$ cat src/rtl/vga_timing_gen_if.sv
// rtl/vga_timing_gen_if.sv - raster timing bundle from the VGA timing generator to pixel/fetch logic
// The generator is the master. Consumers take the slave side and may own enable.
interface vga_timing_gen_if #(
  parameter int CNT_W = 10
);
  logic             enable;
  logic [CNT_W-1:0] hCount;
  logic [CNT_W-1:0] vCount;
  logic             hSync;
  logic             vSync;
  logic             videoOn;
  logic             pixTick;
  logic             lineEnd;
  logic             frameStart;

  modport master (
    input  enable,
    output hCount, vCount, hSync, vSync, videoOn, pixTick, lineEnd, frameStart
  );

  modport slave (
    output enable,
    input  hCount, vCount, hSync, vSync, videoOn, pixTick, lineEnd, frameStart
  );
endinterface

$ cat src/rtl/vga_timing_gen.sv
// rtl/vga_timing_gen.sv - parametrised VGA raster timing generator
// Prescaled pixel tick drives horizontal and vertical counters. Sync and video decodes are zero-latency.
module vga_timing_gen #(
  parameter int   CLK_DIV  = 4,
  parameter int   H_ACTIVE = 640,
  parameter int   H_FP     = 16,
  parameter int   H_SYNC   = 96,
  parameter int   H_BP     = 48,
  parameter int   V_ACTIVE = 480,
  parameter int   V_FP     = 10,
  parameter int   V_SYNC   = 2,
  parameter int   V_BP     = 33,
  parameter logic H_POL    = 1'b0,
  parameter logic V_POL    = 1'b0,
  parameter int   CNT_W    = 10
) (
  input logic              Clk,
  input logic              vgaRes,
  vga_timing_gen_if.master vga
);

  localparam int H_TOTAL = H_ACTIVE + H_FP + H_SYNC + H_BP;
  localparam int V_TOTAL = V_ACTIVE + V_FP + V_SYNC + V_BP;
  localparam int DIV_W   = (CLK_DIV > 1) ? $clog2(CLK_DIV) : 1;

  localparam logic [DIV_W-1:0] DIV_LAST   = DIV_W'(CLK_DIV - 1);
  localparam logic [CNT_W-1:0] H_LAST     = CNT_W'(H_TOTAL - 1);
  localparam logic [CNT_W-1:0] V_LAST     = CNT_W'(V_TOTAL - 1);
  localparam logic [CNT_W-1:0] H_VIS      = CNT_W'(H_ACTIVE);
  localparam logic [CNT_W-1:0] V_VIS      = CNT_W'(V_ACTIVE);
  localparam logic [CNT_W-1:0] H_SYNC_BEG = CNT_W'(H_ACTIVE + H_FP);
  localparam logic [CNT_W-1:0] H_SYNC_END = CNT_W'(H_ACTIVE + H_FP + H_SYNC);
  localparam logic [CNT_W-1:0] V_SYNC_BEG = CNT_W'(V_ACTIVE + V_FP);
  localparam logic [CNT_W-1:0] V_SYNC_END = CNT_W'(V_ACTIVE + V_FP + V_SYNC);

  logic [DIV_W-1:0] divCnt;
  logic [CNT_W-1:0] hCount;
  logic [CNT_W-1:0] vCount;
  logic             frameStartQ;
  logic             pixTick;
  logic             hLast;
  logic             vLast;
  logic             hSyncOn;
  logic             vSyncOn;

  assign pixTick = vga.enable && (divCnt == DIV_LAST);
  assign hLast   = (hCount == H_LAST);
  assign vLast   = (vCount == V_LAST);
  assign hSyncOn = (hCount >= H_SYNC_BEG) && (hCount < H_SYNC_END);
  assign vSyncOn = (vCount >= V_SYNC_BEG) && (vCount < V_SYNC_END);

  always_ff @(posedge Clk) begin
    if (vgaRes) begin
      divCnt      <= '0;
      hCount      <= '0;
      vCount      <= '0;
      frameStartQ <= 1'b0;
    end else begin
      // Flags the tick that wraps the whole raster, so the strobe lines up with counts (0,0).
      frameStartQ <= pixTick && hLast && vLast;
      if (vga.enable) begin
        divCnt <= pixTick ? '0 : divCnt + DIV_W'(1);
        if (pixTick) begin
          if (hLast) begin
            hCount <= '0;
            vCount <= vLast ? '0 : vCount + CNT_W'(1);
          end else begin
            hCount <= hCount + CNT_W'(1);
          end
        end
      end
    end
  end

  assign vga.hCount     = hCount;
  assign vga.vCount     = vCount;
  assign vga.hSync      = hSyncOn ? H_POL : ~H_POL;
  assign vga.vSync      = vSyncOn ? V_POL : ~V_POL;
  assign vga.videoOn    = (hCount < H_VIS) && (vCount < V_VIS);
  assign vga.pixTick    = pixTick;
  assign vga.lineEnd    = pixTick && hLast;
  // A paused generator emits no strobes, even if the frame flag was set just before the pause.
  assign vga.frameStart = frameStartQ && vga.enable;

endmodule
$ cat src/flat_wrapper.sv
// flat-port wrapper written by rule: the top's interface ports become plain ports
module vga_timing_gen_flat 
#(
  parameter int   CLK_DIV  = 4,
  parameter int   H_ACTIVE = 640,
  parameter int   H_FP     = 16,
  parameter int   H_SYNC   = 96,
  parameter int   H_BP     = 48,
  parameter int   V_ACTIVE = 480,
  parameter int   V_FP     = 10,
  parameter int   V_SYNC   = 2,
  parameter int   V_BP     = 33,
  parameter logic H_POL    = 1'b0,
  parameter logic V_POL    = 1'b0,
  parameter int   CNT_W    = 10
)
  (Clk, vgaRes, vga_enable, vga_hCount, vga_vCount, vga_hSync, vga_vSync, vga_videoOn, vga_pixTick, vga_lineEnd, vga_frameStart);
  vga_timing_gen_if #(.CNT_W(CNT_W)) vga_i ();
  input logic Clk;
  input logic vgaRes;
  input wire logic [$bits(vga_i.enable)-1:0] vga_enable;
  output wire logic [$bits(vga_i.hCount)-1:0] vga_hCount;
  output wire logic [$bits(vga_i.vCount)-1:0] vga_vCount;
  output wire logic [$bits(vga_i.hSync)-1:0] vga_hSync;
  output wire logic [$bits(vga_i.vSync)-1:0] vga_vSync;
  output wire logic [$bits(vga_i.videoOn)-1:0] vga_videoOn;
  output wire logic [$bits(vga_i.pixTick)-1:0] vga_pixTick;
  output wire logic [$bits(vga_i.lineEnd)-1:0] vga_lineEnd;
  output wire logic [$bits(vga_i.frameStart)-1:0] vga_frameStart;
  assign vga_i.enable = vga_enable;
  assign vga_hCount = vga_i.hCount;
  assign vga_vCount = vga_i.vCount;
  assign vga_hSync = vga_i.hSync;
  assign vga_vSync = vga_i.vSync;
  assign vga_videoOn = vga_i.videoOn;
  assign vga_pixTick = vga_i.pixTick;
  assign vga_lineEnd = vga_i.lineEnd;
  assign vga_frameStart = vga_i.frameStart;
  vga_timing_gen #(.CLK_DIV(CLK_DIV), .H_ACTIVE(H_ACTIVE), .H_FP(H_FP), .H_SYNC(H_SYNC), .H_BP(H_BP), .V_ACTIVE(V_ACTIVE), .V_FP(V_FP), .V_SYNC(V_SYNC), .V_BP(V_BP), .H_POL(H_POL), .V_POL(V_POL), .CNT_W(CNT_W)) u_core (.Clk(Clk), .vgaRes(vgaRes), .vga(vga_i));
endmodule
$ cat config.mk
export PLATFORM = sky130hd
export DESIGN_NAME = vga_timing_gen_flat
export DESIGN_NICKNAME = d
export VERILOG_FILES = /design/src/rtl/vga_timing_gen_if.sv /design/src/rtl/vga_timing_gen.sv /design/src/flat_wrapper.sv
export SDC_FILE = /design/constraint.sdc
export NUM_CORES = 1
export LEC_CHECK = 0
export CORE_MARGIN = 2
export CORE_UTILIZATION = 50
export DETAILED_ROUTE_END_ITERATION = 6
export GPL_TIMING_DRIVEN = 0
export PLACE_DENSITY = 0.92
export RECOVER_POWER = 100
export REMOVE_ABC_BUFFERS = 1
export SKIP_CTS_REPAIR_TIMING = 1
export SLEW_MARGIN = 20
export SYNTH_ARGS = -nofsm -noshare
export SYNTH_HDL_FRONTEND = slang
export SYNTH_SLANG_ARGS = --single-unit
$ cat constraint.sdc
create_clock -name Clk -period 2.6 [get_ports Clk]
set_input_delay 0.65 -clock Clk [delete_from_list [all_inputs] [get_ports Clk]]
set_output_delay 0.65 -clock Clk [all_outputs]
set_load 0.01 [all_outputs]
==> images/class_map.png <==
Scale: 12 px per µm.
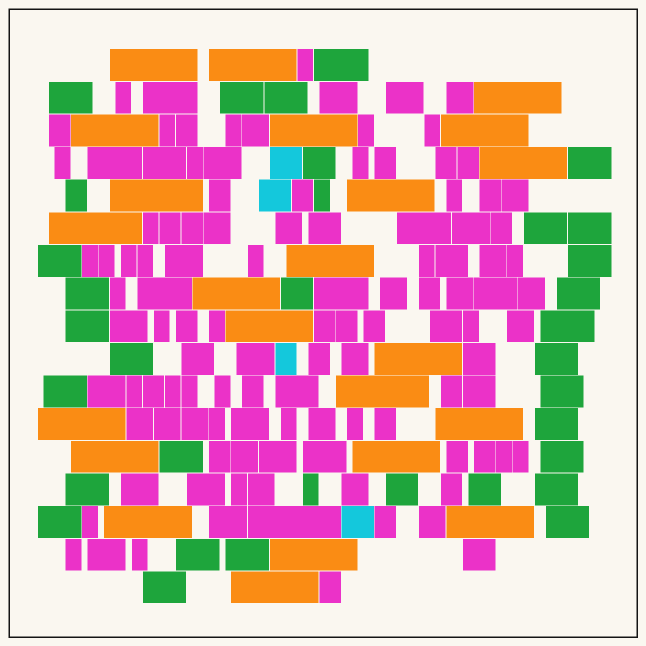
- orange: registers (cells 23; share of their area 31%)
- magenta: remaining logic cells (cells 112; share of their area 46%)
- green: remaining buffers and delay cells (cells 34; share of their area 21%)
- cyan: clock drivers and dummy loads (cells 4; share of their area 1.8%)

==> images/clock_nets.png <==
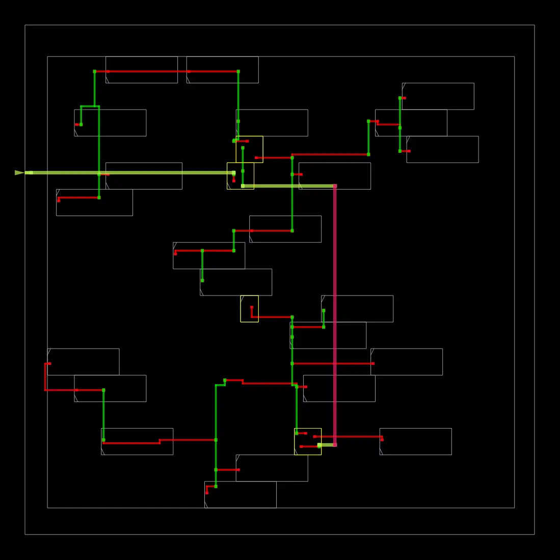
clk_buf instances: 3
Worst Skew: 1.84 ps
Clock Sinks: 23
number of sequential cells: 23

==> images/m3.png <==
Scale: 10 px per µm. Cells faint in the background.
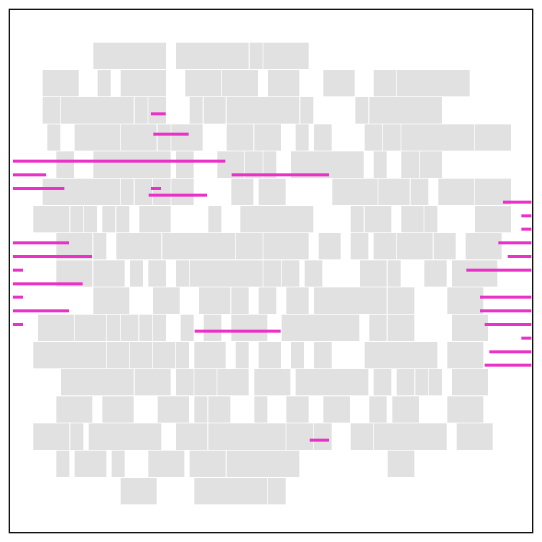
- share of all routed wire: 4.5%
- main direction: horizontal
- wire length on this layer: 124 µm

==> results_slide.txt <==
Implementation Results

Setup path
  • Crit path DRT: 1950 ps
  • Worst-path fanout max: 5
  • Critical-path cell list: ha_1 -> nand2_1 -> inv_1 -> dlygate4sd3_1
  • Crit path capture type: output port
  • CP top delay family: buffers and inverters
  • Max stage delay cell, worst path: dlygate4sd3_1
  • Critical Path AT: 1760 ps
  • Slowest stage delay, CP: 600 ps
  • Type of origin of the critical path: flip-flop
  • CP Class: flip-flop to output port
  • Worst path buffer plus inverter count: 2

Synth
  • Synth cell types: 33
  • Mapped Cells: between 100 and 150
  • Synth warn: 0
  • Commonest cells in the netlist: dfxtp_1 (23), nor2_1 (16), nand2_1 (11)
  • Share of the synthesized area in the top cell type: 39.7%
  • Synth area leaders: dfxtp_1 (40%), ha_1 (5.4%), xnor2_1 (5.3%), nor2_1 (5.2%), a21oi_1 (4.3%)
  • Post-Syn Area per Cell: around 8.5 µm²
  • Post-synth ARST share: 0%
  • Flops after synth: 23
  • Yosys stat cell total: 137
  • Yosys top cell by area: dfxtp_1
  • Count leader, synth: dfxtp_1
  • YS chip area: 1160 µm²
  • Mapped cell area: 1160 µm²
  • Post-synth EDFFs: 0
  • Top_reg_cell synth: dfxtp_1
  • Seq/Total Area, Yosys: 39.7%

Outcome
  • Outcome: finished clean

STA
  • Final period util: around 93%
  • RSZ-0062 raised after global routing: no
  • Max Clk Rate: 0.415 GHz
  • Slew HR: 55.3%
  • Tmin final: 2410 ps
  • Slew Limit Fails: 0
  • # setup viols final: 0
  • Transition time of the tightest slew-check pin: 668 ps
  • Final Hold Fails: 0

Global routing
  • Overflow after GRT: 0
  • Vias in the first global route: roughly 1100
  • GRT Total Usage: a little over a fifth
  • Pin count of the biggest net entering global routing: 16
  • Initial antenna violation count: 0
  • First-pass GRT wire length: 4470 µm

Final layout
  • Fillers: around 190
  • N_diodes: 0
  • Layout cells sized above 1: 8.09%
  • Final core utilization: about 69%
  • Area Growth Syn to Fin: 31.7%
  • Nets: 182

Detailed routing
  • Detailed Route WL: 2730 µm
  • Final ANT Viol Nets: 0
  • Routed vias/inst: 5.71
  • # DRC: 0
  • Iter 0 DRT Violations: 24

Floorplanning
  • Die Width: 52.2 µm
  • Die area: around 2700 µm²
  • I/O pins: 29
  • Die Y: approximately 52 µm
  • Core area: 2210 µm²
  • Row count: 17
  • Fp util: 52.5%

Power and ir drop
  • Pwr/cell area: 356 nW/µm²
  • P_sw: 0.125 mW
  • Switching part of the total: 22.9%
  • Power share of the clock group: 31.0%
  • Comb power frac: 3.5%
  • Total power: 0.544 mW
  • Leak: 0.630 nW
  • Sequential share of power: between 60% and 70%
  • Max VDD drop: 0.350 mV

CTS
  • H-Tree Depth: 1
  • Clock slew at reported path FFs: 130 ps
  • Root Buffer: clkbuf_4
  • TritonCTS Buffers: 3
  • Latest clock arrival within the worst-skew pair: 320 ps
  • Clk buf depth: 2

Placed design
  • Final GP Congestion: approximately 0.85
  • # port buffers: 28
  • Post-DP HPWL: 1960 µm

Job
  • Log Warnings: 28
  • Total of max-cap violations: 0

Hold path
  • Worst hold path type: flip-flop to flip-flop
==> images/route_heat.png <==
Scale: 6 px per µm. 10 x 10 tiles, from dark purple (low) to yellow (high), scaled to the fullest tile. Values are wire area over tile area, all layers added.
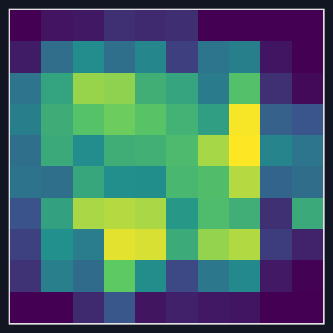
- emptiest ninth of the die: top right
- fullest tile: 0.38
- nearly empty tiles: 11%
routed via count: 1147
wire length per cell: 13.6 µm

==> images/pinout.png <==
Scale: 8 px per µm. Pins as bars across the die edge, other pins in grey.
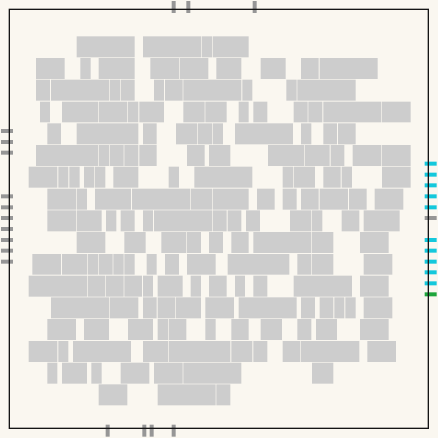
- cyan: `vga_vCount` (pins 10; direction output; edge right)
- green: `vga_videoOn` (pins 1; direction output; edge right)

## worst paths after layout
check / slack [ps] / start / end / cells past startpoint
max: 190 / u_core.divCnt[0]$_SDFFE_PP0P_ / vga_pixTick / 4
min: 520 / u_core.vga.hCount[1]$_SDFFE_PP0P_ / u_core.vga.hCount[1]$_SDFFE_PP0P_ / 2
max reg2reg: 440 / u_core.divCnt[0]$_SDFFE_PP0P_ / u_core.vga.vCount[9]$_SDFFE_PP0P_ / 7
min reg2reg: 520 / u_core.vga.hCount[1]$_SDFFE_PP0P_ / u_core.vga.hCount[1]$_SDFFE_PP0P_ / 2
## tightest hold or removal path, delay by kind of cell (launching register included)
kind	cells	cell delay [ps]
flip-flops	1	360
AND/OR/NAND/NOR	1	70
AND-OR/OR-AND	1	60
## per-layer routing
layer | vias up | wire length, µm | track usage, %
li1 | 556 | - | -
met2 | 34 | 1400 | 41.4
met1 | 553 | 1180 | 25.0
met5 | - | 0 | 0
met4 | 0 | 34 | 5.13
met3 | 4 | 123 | 3.14
## flip-flops by register name (all words and copies together), names as in the netlist
register	cells
u_core.frameStartQ	1
u_core.vga.hCount	10
u_core.vga.vCount	10
u_core.divCnt	2
## layout make-up
type | count | area (µm²) | share of cell area (%)
sequential | 23 | 464 | 30.4
multi-input combinational | 104 | 654 | 42.8
inverter | 8 | 30.0 | 1.96
tap | 28 | 35.0 | 2.29
clock inverter | 1 | 5.00 | 0.327
clock buffer | 3 | 22.5 | 1.47
timing repair buffer | 34 | 318 | 20.8
## stage by stage
stage	cells	setup TNS, ps	instance area, µm²	hold WS [ps]	setup slack (ps)
after global routing	201	0	1530	556	74.5
after CTS	195	-583	1500	529	-440
after detailed placement	191	-507	1470	498	-439
after global placement	191	-478	1470	480	-426
after floorplan	135	0	1150	465	727
final	201	0	1530	518	191
## cells in the final DEF (no fill, tap or decap), drive strengths merged, types with 2 or more instances in the layout
cell,count
a21oi,10
and3,5
buf,4
clkbuf,6
clkdlybuf4s50,3
dfxtp,23
dlygate4sd3,22
dlymetal6s2s,2
ha,5
inv,8
nand2,11
nand3,7
nand4,6
nor2,16
nor3,3
nor4,2
o21ai,7
o31ai,2
or3,6
or4,2
xnor2,7
xor2,4
## power groups by stage
stage                     Combinational (mW)  Sequential (mW)  Clock (mW)
after detailed placement              0.0201            0.365           0
after floorplan                       0.0104            0.364           0
after CTS                             0.0202            0.357       0.170
after global routing                  0.0212            0.357       0.188
final                                 0.0188            0.357       0.169
after global placement                0.0186            0.364           0
## kinds of logic after synthesis
group | count (synthesis) | share of synthesized area, %
AND/OR/NAND/NOR | 67 | 32.9
flip-flops | 23 | 39.7
AND-OR/OR-AND | 20 | 9.59
XOR/XNOR | 11 | 8.30
buffers and inverters | 10 | 3.34
adder cells (fa/ha/maj) | 5 | 5.39
multiplexers | 1 | 0.862
Power and IR drop assume default switching activity.
